### config.mk
export PLATFORM = sky130hd
export DESIGN_NAME = hazard_ctrl
export DESIGN_NICKNAME = d
export VERILOG_FILES = /design/src/rtl/hazard_ctrl.sv
export SDC_FILE = /design/constraint.sdc
export NUM_CORES = 1
export LEC_CHECK = 0
export CELL_PAD_IN_SITES_DETAIL_PLACEMENT = 0
export CELL_PAD_IN_SITES_GLOBAL_PLACEMENT = 2
export CORE_ASPECT_RATIO = 0.9
export CORE_MARGIN = 4
export CORE_UTILIZATION = 25
export CTS_CLUSTER_DIAMETER = 100
export CTS_CLUSTER_SIZE = 25
export DETAILED_ROUTE_END_ITERATION = 10
export GPL_ROUTABILITY_DRIVEN = 0
export PLACE_DENSITY = 0.73
export SLEW_MARGIN = 40
export SYNTH_ARGS = -nofsm -noshare
export SYNTH_HDL_FRONTEND = slang
export SYNTH_SLANG_ARGS = --single-unit
### constraint.sdc
create_clock -name clk -period 1.95 [get_ports clk]
set_input_delay 0.195 -clock clk [delete_from_list [all_inputs] [get_ports clk]]
set_output_delay 0.195 -clock clk [all_outputs]
set_load 0.02 [all_outputs]
### src/rtl/hazard_ctrl.sv
// Pipeline sequencing controller: freezes, flushes and bubbles the RV32I pipe
// for memory waits, taken branches and load-use hazards, with a wait watchdog.
module hazard_ctrl #(
  parameter int WAIT_MAX = 255,
  parameter int CNT_W    = 16
) (
  input  logic             clk,
  input  logic             rst,
  input  logic [4:0]       id_rs1,
  input  logic [4:0]       id_rs2,
  input  logic             id_use_rs1,
  input  logic             id_use_rs2,
  input  logic [4:0]       ex_rd,
  input  logic             ex_mem_rd,
  input  logic             ex_branch_taken,
  input  logic             mem_req,
  input  logic             mem_ready,
  output logic             pc_en,
  output logic             if_id_en,
  output logic             if_id_flush,
  output logic             id_ex_en,
  output logic             id_ex_flush,
  output logic             ex_mem_en,
  output logic             mem_wb_en,
  output logic             mem_err,
  output logic [1:0]       state,
  output logic [CNT_W-1:0] stall_cnt,
  output logic [CNT_W-1:0] flush_cnt,
  output logic [CNT_W-1:0] lu_cnt
);

  typedef enum logic [1:0] {
    RUN   = 2'd0,
    MWAIT = 2'd1,
    ERR   = 2'd2
  } state_t;

  localparam int WCNT_W = $clog2(WAIT_MAX + 1);
  localparam logic [WCNT_W-1:0] WLAST = WCNT_W'(WAIT_MAX - 1);

  state_t            cur, nxt;
  logic [WCNT_W-1:0] wcnt, wcnt_nxt;
  logic              err_nxt;
  logic              mstall, lu, lu_stall, br_flush;

  function automatic logic [CNT_W-1:0] sat_inc(input logic [CNT_W-1:0] v);
    return (&v) ? v : v + 1'b1;
  endfunction

  assign mstall = mem_req & ~mem_ready;
  assign lu     = ex_mem_rd & (ex_rd != 5'd0) &
                  ((id_use_rs1 & (id_rs1 == ex_rd)) | (id_use_rs2 & (id_rs2 == ex_rd)));
  assign state  = cur;

  always_comb begin
    pc_en       = 1'b0;
    if_id_en    = 1'b0;
    if_id_flush = 1'b0;
    id_ex_en    = 1'b0;
    id_ex_flush = 1'b0;
    ex_mem_en   = 1'b0;
    mem_wb_en   = 1'b0;
    lu_stall    = 1'b0;
    br_flush    = 1'b0;
    nxt         = cur;
    wcnt_nxt    = wcnt;
    err_nxt     = mem_err;

    // A pending memory wait freezes everything, so a taken branch waits in EX.
    if (!rst && cur != ERR && !mstall) begin
      if (ex_branch_taken) begin
        pc_en       = 1'b1;
        if_id_en    = 1'b1;
        if_id_flush = 1'b1;
        id_ex_en    = 1'b1;
        id_ex_flush = 1'b1;
        ex_mem_en   = 1'b1;
        mem_wb_en   = 1'b1;
        br_flush    = 1'b1;
      end else if (lu) begin
        id_ex_en    = 1'b1;
        id_ex_flush = 1'b1;
        ex_mem_en   = 1'b1;
        mem_wb_en   = 1'b1;
        lu_stall    = 1'b1;
      end else begin
        pc_en       = 1'b1;
        if_id_en    = 1'b1;
        id_ex_en    = 1'b1;
        ex_mem_en   = 1'b1;
        mem_wb_en   = 1'b1;
      end
    end

    case (cur)
      RUN: begin
        if (mstall) begin
          nxt      = MWAIT;
          wcnt_nxt = WCNT_W'(1);
        end
      end
      MWAIT: begin
        if (!mstall) begin
          nxt      = RUN;
          wcnt_nxt = '0;
        end else if (wcnt == WLAST) begin
          nxt     = ERR;
          err_nxt = 1'b1;
        end else begin
          wcnt_nxt = wcnt + 1'b1;
        end
      end
      default: nxt = ERR;
    endcase
  end

  always_ff @(posedge clk) begin
    if (rst) begin
      cur     <= RUN;
      wcnt    <= '0;
      mem_err <= 1'b0;
    end else begin
      cur     <= nxt;
      wcnt    <= wcnt_nxt;
      mem_err <= err_nxt;
    end
  end

  always_ff @(posedge clk) begin
    if (rst) begin
      stall_cnt <= '0;
      flush_cnt <= '0;
      lu_cnt    <= '0;
    end else if (cur != ERR) begin
      if (mstall || lu_stall) stall_cnt <= sat_inc(stall_cnt);
      if (br_flush)           flush_cnt <= sat_inc(flush_cnt);
      if (lu_stall)           lu_cnt    <= sat_inc(lu_cnt);
    end
  end

endmodule

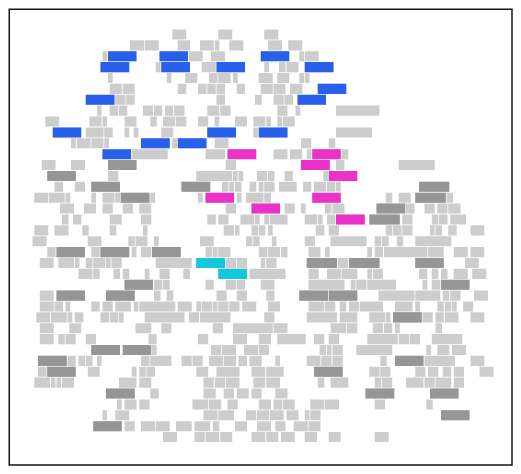
run_1/registers.png
Drawn at 4 px/µm. Other sequential cells in the stronger grey, the rest of the logic in the fainter grey.
signal	colour	placed flops
flush_cnt	blue	16
wcnt	magenta	8
state	cyan	2

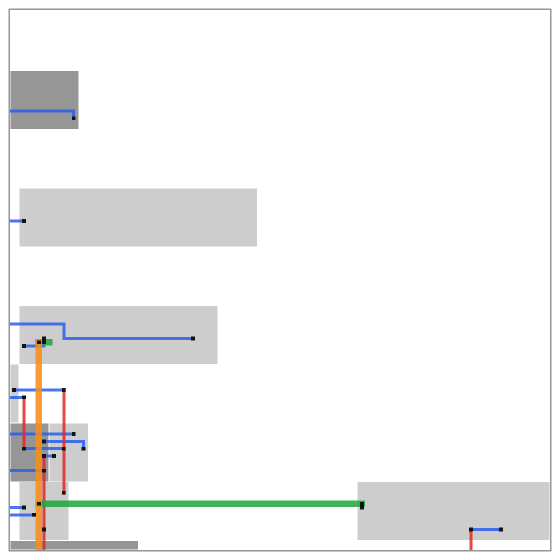
run_1/zoom.png
Region (81, 73) to (106, 98) µm. Cells in grey, sequential cells in the stronger grey; small squares are vias.
layer	colour
met3	green
met2	red
met1	blue
met4	orange
most frequent	clkbuf_16 (2)
sequential cells in the window	0
cells with their middle in the window	5

==> deck_impl_summary.md, run 1 <==
Implementation Results

Run status
  • Result of the run: finished with violations
  • Failing checks: setup timing

Synthesis
  • Library cell with the highest instance count after synthesis: sky130_fd_sc_hd__dfxtp_1
  • Share of async-settable or async-resettable flops after synthesis: 0%
  • Average footprint of a synthesized cell: 8.50 µm²
  • Post-Synthesis Net Count: about 400
  • Count of mapped cells out of synthesis: between 300 and 400
  • Post-Syn Area: 3100 µm²
  • Simple-Gate Area Share: 30.3%
  • Mux frac, synth: 3.15%
  • Post-synth top cells: 59 x sky130_fd_sc_hd__dfxtp_1, 47 x sky130_fd_sc_hd__nor2_1, 22 x sky130_fd_sc_hd__nand2_1
  • Flip-flop cell with the highest count after synthesis: sky130_fd_sc_hd__dfxtp_1
  • Main area contributors: sky130_fd_sc_hd__dfxtp_1 38%, sky130_fd_sc_hd__xor2_1 5.9%, sky130_fd_sc_hd__nor2_1 5.7%
  • Synth warnings: 0

Routing
  • First-iteration detailed-routing DRC count: 90
  • Wire length on met2: 4400 µm
  • Wire length after detailed routing: 9150 µm
  • Remaining DRCs: 0
  • Met1 Wirelength: 4160 µm
  • Routed wl met3: 443 µm
  • Via count: 3153
  • First-pass DRT Iterations: 4
  • Highest routing layer actually used: met5

GRT
  • Routing usage on met2: 22.8%
  • Overall global routing resource usage: 13.3%
  • Met3 routing resource usage after global routing: 4.68%

Final layout
  • Antenna diode count: 0
  • Post-route standard cell area excluding fillers: 5170 µm²
  • Non-clock inverter count: 8
  • Final Core Density: 42.8%
  • Share of final layout cell area taken by clock buffers and inverters: 6.34%
  • Fill cells: 1237
  • MI comb area: 1980 µm²
  • Comb_multi_in: ~280

Timing
  • Clock Skew: 0.00809 ns
  • Setup slack of the critical path after layout: -0.0480 ns
  • Final Setup Violations: 10
  • Actual slew at the worst max-slew pin: about 0.48 ns
  • Max Clk Rate: 500 MHz
  • Final Hold Violating Endpoints: 0

Setup path
  • Standard cell with the maximum stage delay on the critical path: sky130_fd_sc_hd__or4_1
  • Source of the worst register-to-register timing path: stall_cnt[2]
  • Cell count of the worst reg-to-reg path: 8
  • Cell count along the critical path: 8
  • CP Class: register to register

Die
  • Boundary pin count: 81
  • Die extent in y: 114 µm
  • Tap cell count: between 150 and 200
  • Starting utilization of the core area: 25.6%

Min path
  • End of the worst hold path: state[0]

Placed design
  • Post-placement setup slack: -0.554 ns
  • Post-detailed-placement half-perimeter wirelength: 6710 µm

Clock tree
  • CTS root buf: sky130_fd_sc_hd__clkbuf_16

Power
  • Power attributed to sequential cells: 1.22 mW
  • Heaviest power group: clock
  • IR Drop Worst-Case VDD: 0.434 mV
  • Combinational-cell power consumption: 311 µW
  • Cell area power density: between 600 and 700 nW/µm²
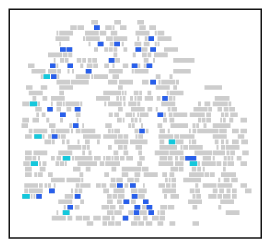
run_1/gate_families.png
Drawn at 2 px/µm.
family	colour	cells	most used
multiplexers	cyan	9	mux2_2
XOR/XNOR gates	blue	39	xor2_1
combinational share of cell area: 38.4%
commonest non-fill, non-tap cell in the layout: sky130_fd_sc_hd__buf_4
post-route non-filler standard cell count: 681

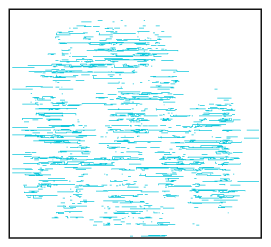
run_1/met1.png
Drawn at 2 px/µm.
main direction	horizontal
longest straight run	20.7 µm
wire length on this layer	4160 µm
share of all routed wire	46%

run_1/final_congestion.png
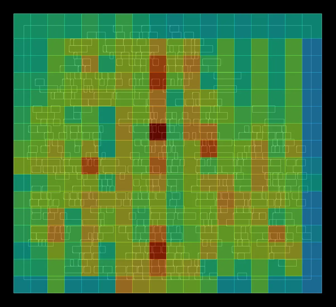

==> run 2: changes to the inputs <==
--- a/config.mk
+++ b/config.mk
@@ -7,7 +7,7 @@
 export LEC_CHECK = 0
 export CELL_PAD_IN_SITES_DETAIL_PLACEMENT = 0
 export CELL_PAD_IN_SITES_GLOBAL_PLACEMENT = 2
-export CORE_ASPECT_RATIO = 0.9
+export CORE_ASPECT_RATIO = 0.5
 export CORE_MARGIN = 4
 export CORE_UTILIZATION = 25
 export CTS_CLUSTER_DIAMETER = 100
@@ -15,7 +15,7 @@
 export DETAILED_ROUTE_END_ITERATION = 10
 export GPL_ROUTABILITY_DRIVEN = 0
 export PLACE_DENSITY = 0.73
-export SLEW_MARGIN = 40
+export SKIP_CTS_REPAIR_TIMING = 1
 export SYNTH_ARGS = -nofsm -noshare
 export SYNTH_HDL_FRONTEND = slang
 export SYNTH_SLANG_ARGS = --single-unit
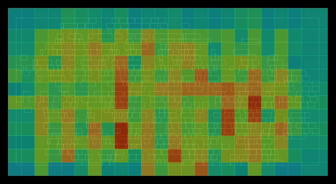
run_2/final_congestion.png
overall global routing resource usage: 13.0%
routing usage on met2: 20.9%
grt peak-use layer: met2

==> deck_impl_summary.md, run 2 <==
Implementation Results

Placed design
  • Port Buffers: 80
  • Inst Count DP: 674
  • Post-detailed-placement half-perimeter wirelength: 6680 µm
  • Post-placement setup slack: -0.556 ns

Setup path
  • CP endpoint: stall_cnt[15]
  • Standard cell with the maximum stage delay on the critical path: sky130_fd_sc_hd__or4_1
  • Data required time of the worst path: 2.22 ns
  • Number of buffer and inverter instances along the worst setup path: 2
  • Flop2flop setup slack: -0.15 ns
  • Worst path top cell family by delay: simple AND/OR/NAND/NOR gates
  • CP Class: register to register
  • Cell count along the critical path: 8
  • Critical path launch point type: register
  • Source of the worst register-to-register timing path: stall_cnt[0]
  • Cell count of the worst reg-to-reg path: 8

Synthesis
  • Average footprint of a synthesized cell: 8.50 µm²
  • Count of mapped cells out of synthesis: 364
  • Synth warnings: 0
  • Mux frac, synth: approximately 3.2%
  • Simple-Gate Area Share: 30.3%
  • XOR/XNOR Area Share: 11.0%
  • Flip-flop cell with the highest count after synthesis: sky130_fd_sc_hd__dfxtp_1
  • Synth flops: 59
  • Share of async-settable or async-resettable flops after synthesis: 0%
  • Post-Synthesis Net Count: 392
  • Main area contributors: sky130_fd_sc_hd__dfxtp_1 38%, sky130_fd_sc_hd__xor2_1 5.9%, sky130_fd_sc_hd__nor2_1 5.7%
  • Post-synth top cells: 59 x sky130_fd_sc_hd__dfxtp_1, 47 x sky130_fd_sc_hd__nor2_1, 22 x sky130_fd_sc_hd__nand2_1
  • Compound Share, Synth: between 10% and 20%
  • Library cell with the highest instance count after synthesis: sky130_fd_sc_hd__dfxtp_1
  • Post-Syn Area: just over 3000 µm²

Run status
  • Result of the run: finished with violations
  • Failing checks: setup timing

Die
  • Tap cell count: 165
  • Boundary pin count: about 81
  • Starting utilization of the core area: between 20% and 30%
  • Floorplan Core Area: 11900 µm²
  • Die extent in y: 86.7 µm

Min path
  • End of the worst hold path: state[0]
  • Hold Crit Start: rst

Power
  • Power attributed to sequential cells: 1.22 mW
  • Internal power contribution: 2.24 mW
  • Clock share of power: between 40% and 50%
  • Heaviest power group: clock
  • Logic pwr share: 10.4%
  • IR Drop Worst-Case VDD: 0.303 mV
  • Combinational-cell power consumption: ~320 µW
  • Cell area power density: approximately 580 nW/µm²

Clock tree
  • Total clock sinks: ~60
  • CTS root buf: sky130_fd_sc_hd__clkbuf_16

Routing
  • Highest routing layer actually used: met4
  • Avg Vias per Cell: 4.51
  • Wire length on met2: 4470 µm
  • Wire length after detailed routing: 9370 µm
  • Met1 Wirelength: 4550 µm
  • Via count: 3159
  • Remaining DRCs: 0
  • First-pass DRT Iterations: 4
  • Routed wl met3: about 270 µm
  • First-iteration detailed-routing DRC count: 132

Final layout
  • Total number of sequential cells: 59
  • Post-route standard cell area excluding fillers: 5250 µm²
  • MI comb area: 2010 µm²
  • Non-clock inverter count: 8
  • Final Core Density: 43.9%
  • Commonest non-fill, non-tap cells in the layout: 87 x sky130_fd_sc_hd__buf_4, 67 x sky130_fd_sc_hd__clkdlybuf4s50_1, 50 x sky130_fd_sc_hd__dfxtp_1, 47 x sky130_fd_sc_hd__nor2_1, 22 x sky130_fd_sc_hd__nand2_1
  • Antenna diode count: 0
  • Fill cells: 1201
  • Commonest non-fill, non-tap cell in the layout: sky130_fd_sc_hd__buf_4
  • Share of final layout cell area taken by clock buffers and inverters: 5.32%
  • Comb_multi_in: between 200 and 300

GRT
  • Met3 routing resource usage after global routing: under 10%

Timing
  • Clock Skew: 0.00638 ns
  • Final Setup Violations: 9
  • Actual slew at the worst max-slew pin: 0.483 ns
  • Setup slack of the critical path after layout: -0.150 ns
  • Max Clk Rate: 476 MHz
  • Final Hold Violating Endpoints: 0

Run
  • Max_cap viols: 0
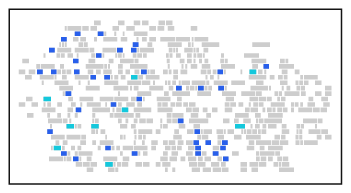
run_2/gate_families.png
Drawn at 2 px/µm.
family	colour	cells	most used
XOR/XNOR gates	blue	39	xor2_1
multiplexers	cyan	9	mux2_2
post-route non-filler standard cell count: 700
combinational share of cell area: 38.4%

Power and IR drop assume default switching activity.
